`src/rtl/fb_pkg.sv`:
```
// ---------------------------------------------------------------------------
// fb_pkg
// Shared constants and types for the Game Boy double-buffered frame path.
//   GB_W / GB_H   : native Game Boy frame size in pixels
//   FB_DEPTH      : number of entries in one frame_buffer RAM
//   FB_ADDR_W     : frame_buffer address width
//   wr_state_t    : writer FSM states
//   WHITE..BLACK  : 2-bit shade codes carried on the pixel path
// ---------------------------------------------------------------------------
package fb_pkg;

    localparam int GB_W      = 160;
    localparam int GB_H      = 144;
    localparam int FB_DEPTH  = GB_W * GB_H;
    localparam int FB_ADDR_W = 15;

    typedef enum logic {
        W_WAIT_VS = 1'b0,
        W_FILL    = 1'b1
    } wr_state_t;

    localparam logic [1:0] WHITE = 2'b00;
    localparam logic [1:0] LGRAY = 2'b01;
    localparam logic [1:0] DGRAY = 2'b10;
    localparam logic [1:0] BLACK = 2'b11;

endpackage

```
`src/rtl/fb_read_addr_gen.sv`:
```
// ---------------------------------------------------------------------------
// fb_read_addr_gen
// Turns the display raster position into a front-buffer read address for a
// 2x nearest-neighbour upscale of the Game Boy frame. Registered, one cycle
// of latency; rd_addr and rd_valid are aligned.
//   i_clk      : pixel clock
//   i_rst_b    : synchronous active-low reset
//   i_disp_x   : raster x from the sync generator
//   i_disp_y   : raster y from the sync generator
//   o_rd_addr  : frame_buffer read address (0 outside the window)
//   o_rd_valid : raster is inside the scaled window
// The row base advances by one GB line every second display line, so the
// address needs no multiplier. This relies on the raster visiting every line
// in order, which the sync generator guarantees.
// ---------------------------------------------------------------------------
module fb_read_addr_gen #(
    parameter int GB_W     = 160,
    parameter int GB_H     = 144,
    parameter int ADDR_W   = 15,
    parameter int X_OFFSET = 160,
    parameter int Y_OFFSET = 76
) (
    input  logic              i_clk,
    input  logic              i_rst_b,
    input  logic [9:0]        i_disp_x,
    input  logic [9:0]        i_disp_y,
    output logic [ADDR_W-1:0] o_rd_addr,
    output logic              o_rd_valid
);

    localparam logic [9:0]        X_LO     = 10'(X_OFFSET);
    localparam logic [9:0]        X_HI     = 10'(X_OFFSET + 2 * GB_W);
    localparam logic [9:0]        Y_LO     = 10'(Y_OFFSET);
    localparam logic [9:0]        Y_HI     = 10'(Y_OFFSET + 2 * GB_H);
    localparam logic [ADDR_W-1:0] ROW_STEP = ADDR_W'(GB_W);

    logic [9:0]        r_yQ;
    logic [ADDR_W-1:0] r_rowBase;
    logic [ADDR_W-1:0] r_rdAddr;
    logic              r_rdValid;

    logic              w_xIn;
    logic              w_yIn;
    logic [9:0]        w_yRel;
    logic [9:0]        w_col;
    logic [ADDR_W-1:0] w_rowBaseNext;
    logic [ADDR_W-1:0] w_addr;

    // Window test and window-relative coordinates. The column is a plain
    // halving of the x offset, so only the row needs incremental tracking.
    always_comb begin
        w_xIn  = (i_disp_x >= X_LO) && (i_disp_x < X_HI);
        w_yIn  = (i_disp_y >= Y_LO) && (i_disp_y < Y_HI);
        w_yRel = i_disp_y - Y_LO;
        w_col  = (i_disp_x - X_LO) >> 1;
    end

    // Row base update on each new display line: cleared on the first window
    // line and outside the window, stepped by one GB line whenever an odd
    // window line has just finished (i.e. the new relative y is even).
    always_comb begin
        w_rowBaseNext = r_rowBase;
        if (i_disp_y != r_yQ) begin
            if (!w_yIn || (w_yRel == 10'd0)) begin
                w_rowBaseNext = '0;
            end else if (!w_yRel[0]) begin
                w_rowBaseNext = r_rowBase + ROW_STEP;
            end
        end
        w_addr = w_rowBaseNext + ADDR_W'(w_col);
    end

    // Registered address and valid; the freshly updated row base is used in
    // the same cycle so the first pixel of a new line is already correct.
    always_ff @(posedge i_clk) begin
        if (!i_rst_b) begin
            r_yQ      <= '0;
            r_rowBase <= '0;
            r_rdAddr  <= '0;
            r_rdValid <= 1'b0;
        end else begin
            r_yQ      <= i_disp_y;
            r_rowBase <= w_rowBaseNext;
            r_rdValid <= w_xIn && w_yIn;
            r_rdAddr  <= (w_xIn && w_yIn) ? w_addr : '0;
        end
    end

    assign o_rd_addr  = r_rdAddr;
    assign o_rd_valid = r_rdValid;

endmodule

```
`src/rtl/frame_swap_controller.sv`:
```
// ---------------------------------------------------------------------------
// frame_swap_controller
// Tear-free double-buffer sequencer between the Game Boy pixel writer and
// the DVI scan-out. Single gpuclk domain; gb_* inputs are pre-synchronised.
//   gpuclk, gpuclk_rst_b : clock, synchronous active-low reset
//   gb_vsync, gb_we, gb_pixel : GB frame boundary, pixel strobe, shade
//   disp_x, disp_y, disp_vblank : display raster position and vblank
//   front_sel   : 0 = buf0 displayed / buf1 written, 1 = the reverse
//   wr_addr, wr_data, wr_en_b0, wr_en_b1 : back-buffer write port
//   rd_addr, rd_valid : front-buffer read port (2x scaled window)
//   swap_pulse  : one cycle per buffer swap
//   wr_overflow : sticky, too many pixels in the current GB frame
// Optional build macro SWAP_STATS_EN adds swap_count and drop_count.
// ---------------------------------------------------------------------------
module frame_swap_controller
    import fb_pkg::*;
#(
    parameter int GB_W     = fb_pkg::GB_W,
    parameter int GB_H     = fb_pkg::GB_H,
    parameter int ADDR_W   = fb_pkg::FB_ADDR_W,
    parameter int X_OFFSET = 160,
    parameter int Y_OFFSET = 76
) (
    input  logic              gpuclk,
    input  logic              gpuclk_rst_b,
    input  logic              gb_vsync,
    input  logic              gb_we,
    input  logic [1:0]        gb_pixel,
    input  logic [9:0]        disp_x,
    input  logic [9:0]        disp_y,
    input  logic              disp_vblank,
    output logic              front_sel,
    output logic [ADDR_W-1:0] wr_addr,
    output logic [1:0]        wr_data,
    output logic              wr_en_b0,
    output logic              wr_en_b1,
    output logic [ADDR_W-1:0] rd_addr,
    output logic              rd_valid,
    output logic              swap_pulse,
    output logic              wr_overflow
`ifdef SWAP_STATS_EN
    ,
    output logic [15:0]       swap_count,
    output logic [15:0]       drop_count
`endif
);

    localparam logic [ADDR_W-1:0] DEPTH_L = ADDR_W'(GB_W * GB_H);

    wr_state_t         r_state;
    wr_state_t         w_stateNext;

    logic              r_vsQ;
    logic              r_vbQ;
    logic              r_pending;
    logic              r_frontSel;
    logic              r_swapPulse;
    logic [ADDR_W-1:0] r_wrCount;
    logic [ADDR_W-1:0] r_wrAddr;
    logic [1:0]        r_wrData;
    logic              r_wrEnB0;
    logic              r_wrEnB1;
    logic              r_overflow;

    logic              w_vsRise;
    logic              w_vbRise;
    logic              w_frameDone;
    logic              w_fillActive;
    logic [ADDR_W-1:0] w_baseCount;
    logic              w_doWrite;
    logic              w_overflowHit;
    logic              w_swap;
    logic              w_drop;
    logic              w_frontSelNext;
    logic              w_pendingNext;

    assign w_vsRise = gb_vsync & ~r_vsQ;
    assign w_vbRise = disp_vblank & ~r_vbQ;

    // Writer state register.
    always_ff @(posedge gpuclk) begin
        if (!gpuclk_rst_b) begin
            r_state <= W_WAIT_VS;
        end else begin
            r_state <= w_stateNext;
        end
    end

    // Writer next state: the first vsync edge after reset starts filling;
    // after that every edge just starts a new frame in W_FILL.
    always_comb begin
        w_stateNext = r_state;
        if (w_vsRise) begin
            w_stateNext = W_FILL;
        end
    end

    // Writer decode. A pixel that arrives together with the vsync edge
    // belongs to the new frame, so the effective count restarts at 0 in that
    // same cycle rather than one cycle later.
    always_comb begin
        w_frameDone   = w_vsRise && (r_state == W_FILL);
        w_fillActive  = (r_state == W_FILL) || w_vsRise;
        w_baseCount   = w_vsRise ? '0 : r_wrCount;
        w_doWrite     = gb_we && w_fillActive && (w_baseCount < DEPTH_L);
        w_overflowHit = gb_we && w_fillActive && (w_baseCount >= DEPTH_L);
    end

    // Swap decision. A swap consumes the pending frame even when a new frame
    // completes in the same cycle; a completion while a frame is still
    // waiting (and no swap happens) overwrites it and counts as a drop.
    always_comb begin
        w_swap         = w_vbRise && r_pending;
        w_drop         = w_frameDone && r_pending && !w_swap;
        w_frontSelNext = r_frontSel ^ w_swap;
        w_pendingNext  = r_pending;
        if (w_swap) begin
            w_pendingNext = 1'b0;
        end else if (w_frameDone) begin
            w_pendingNext = 1'b1;
        end
    end

    // Write port and swap state. The enable is steered by the front select
    // that will be in effect when the enable is visible, so a write landing
    // on the swap cycle never hits the newly displayed buffer.
    always_ff @(posedge gpuclk) begin
        if (!gpuclk_rst_b) begin
            r_vsQ       <= 1'b0;
            r_vbQ       <= 1'b0;
            r_pending   <= 1'b0;
            r_frontSel  <= 1'b0;
            r_swapPulse <= 1'b0;
            r_wrCount   <= '0;
            r_wrAddr    <= '0;
            r_wrData    <= 2'b00;
            r_wrEnB0    <= 1'b0;
            r_wrEnB1    <= 1'b0;
            r_overflow  <= 1'b0;
        end else begin
            r_vsQ       <= gb_vsync;
            r_vbQ       <= disp_vblank;
            r_pending   <= w_pendingNext;
            r_frontSel  <= w_frontSelNext;
            r_swapPulse <= w_swap;
            r_wrData    <= gb_pixel;
            r_wrEnB0    <= w_doWrite && w_frontSelNext;
            r_wrEnB1    <= w_doWrite && !w_frontSelNext;
            if (w_doWrite) begin
                r_wrAddr  <= w_baseCount;
                r_wrCount <= w_baseCount + ADDR_W'(1);
            end else if (w_vsRise) begin
                r_wrCount <= '0;
            end
            if (w_vsRise) begin
                r_overflow <= 1'b0;
            end else if (w_overflowHit) begin
                r_overflow <= 1'b1;
            end
        end
    end

`ifdef SWAP_STATS_EN
    logic [15:0] r_swapCount;
    logic [15:0] r_dropCount;

    // Free-running statistics, wrapping at 16 bits.
    always_ff @(posedge gpuclk) begin
        if (!gpuclk_rst_b) begin
            r_swapCount <= '0;
            r_dropCount <= '0;
        end else begin
            if (w_swap) begin
                r_swapCount <= r_swapCount + 16'd1;
            end
            if (w_drop) begin
                r_dropCount <= r_dropCount + 16'd1;
            end
        end
    end

    assign swap_count = r_swapCount;
    assign drop_count = r_dropCount;
`endif

    fb_read_addr_gen #(
        .GB_W     (GB_W),
        .GB_H     (GB_H),
        .ADDR_W   (ADDR_W),
        .X_OFFSET (X_OFFSET),
        .Y_OFFSET (Y_OFFSET)
    ) u_read_addr_gen (
        .i_clk      (gpuclk),
        .i_rst_b    (gpuclk_rst_b),
        .i_disp_x   (disp_x),
        .i_disp_y   (disp_y),
        .o_rd_addr  (rd_addr),
        .o_rd_valid (rd_valid)
    );

    assign front_sel   = r_frontSel;
    assign wr_addr     = r_wrAddr;
    assign wr_data     = r_wrData;
    assign wr_en_b0    = r_wrEnB0;
    assign wr_en_b1    = r_wrEnB1;
    assign swap_pulse  = r_swapPulse;
    assign wr_overflow = r_overflow;

endmodule

```
`config.mk`:
```
export PLATFORM = sky130hd
export DESIGN_NAME = frame_swap_controller
export DESIGN_NICKNAME = d
export VERILOG_FILES = /design/src/rtl/fb_pkg.sv /design/src/rtl/fb_read_addr_gen.sv /design/src/rtl/frame_swap_controller.sv
export SDC_FILE = /design/constraint.sdc
export NUM_CORES = 1
export LEC_CHECK = 0
export ABC_CLOCK_PERIOD_IN_PS = 3600
export CORE_AREA = 2 2 93 95
export CTS_BUF_LIST = sky130_fd_sc_hd__clkbuf_4 sky130_fd_sc_hd__clkbuf_8
export CTS_CLUSTER_SIZE = 24
export DETAILED_ROUTE_END_ITERATION = 6
export DIE_AREA = 0 0 95 97
export GPL_TIMING_DRIVEN = 0
export PLACE_DENSITY = 0.78
export SETUP_SLACK_MARGIN = 0.15
export SYNTH_ARGS = -nofsm -noshare
export SYNTH_HDL_FRONTEND = slang
export SYNTH_HIERARCHICAL = 1
export SYNTH_SLANG_ARGS = --single-unit
export TNS_END_PERCENT = 50
```
`constraint.sdc`:
```
create_clock -name gpuclk -period 3.6 [get_ports gpuclk]
set_input_delay 0.72 -clock gpuclk [delete_from_list [all_inputs] [get_ports gpuclk]]
set_output_delay 0.72 -clock gpuclk [all_outputs]
set_load 0.005 [all_outputs]
```
Fig. 1: routed metal, one color a layer
Scale: 4 px per um.
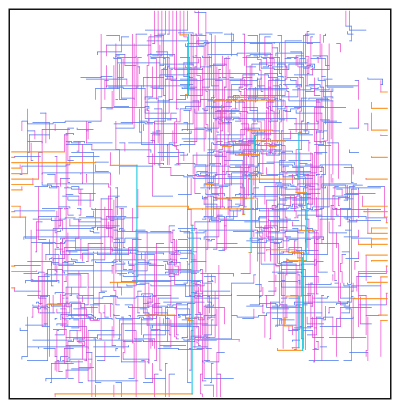
Key: magenta = met2 [wire length 4,960 um]; orange = met3 [wire length 398 um]; cyan = met4 [wire length 193 um]; blue = met1 [wire length 4,180 um]

Fig. 2: port wiring
Scale: 4 px per um.
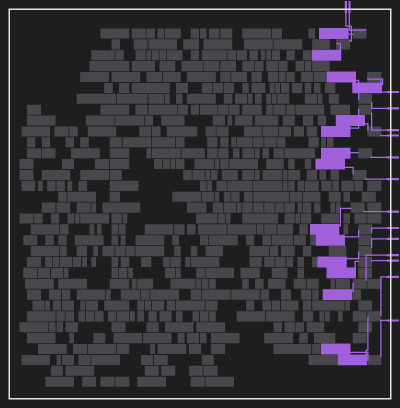
Key: purple = rd_addr [bits 15, direction output, end cells 15, buffers 15, wire 176 um]
I/O pins: 65
IO buf count: 63

==> qor.yml <==
place_congestion: 0.909
min_to: "u_read_addr_gen/r_rowBase[3]"
synthArstFlopShare_pct: 0
power_frac_comb_pct: 13.9
edf_count: 0
ctsHoldBuffers: 0
post_cts_resized: 57
std_cell_rows: 33
first_global_vias: 3432
post-place-cells: 587
dp_slack_ps: -918
fin_cells: 629
place_hpwl_um: 6610
dr.pass1.iters: 4
place_area_um2: 4740
cts_inserted_buffers: 9
num-nonclk-inverters: 13
fin_area_um2: 5340
critPathMaxFanout: 8
synth_flop_count: 82
p_per_area_nw_per_um2: 340
grtUsageMet1_pct: 26.6
synthToLayoutAreaGrowth_pct: 34.9
status: "finished clean"
seq_area_share_pct: 30.7
postCtsSetupRepairBufs: 15
antenna_found_initial: 0
seq_cells: 82
worstMarginPinSlew_ps: 505
fin_crit_sh_pct: 96.4
ys_area_um2: 3960
p_seq_mw: 0.937
n_clock_buffer: 9
vias: 3477
met2_usage_pct: 35.9
final_hold_viol_count: 0
topRoutingLayerUsed: "met4"
Fig. 3: routing congestion map
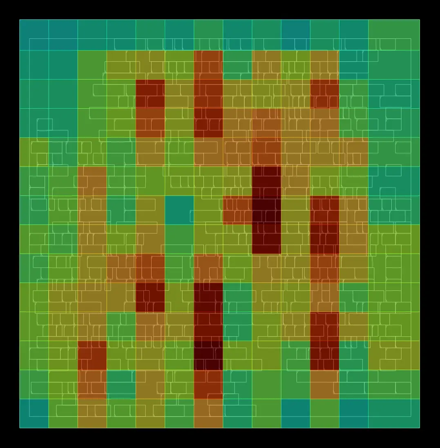
GR peak layer: met2
fin util: 65.7%

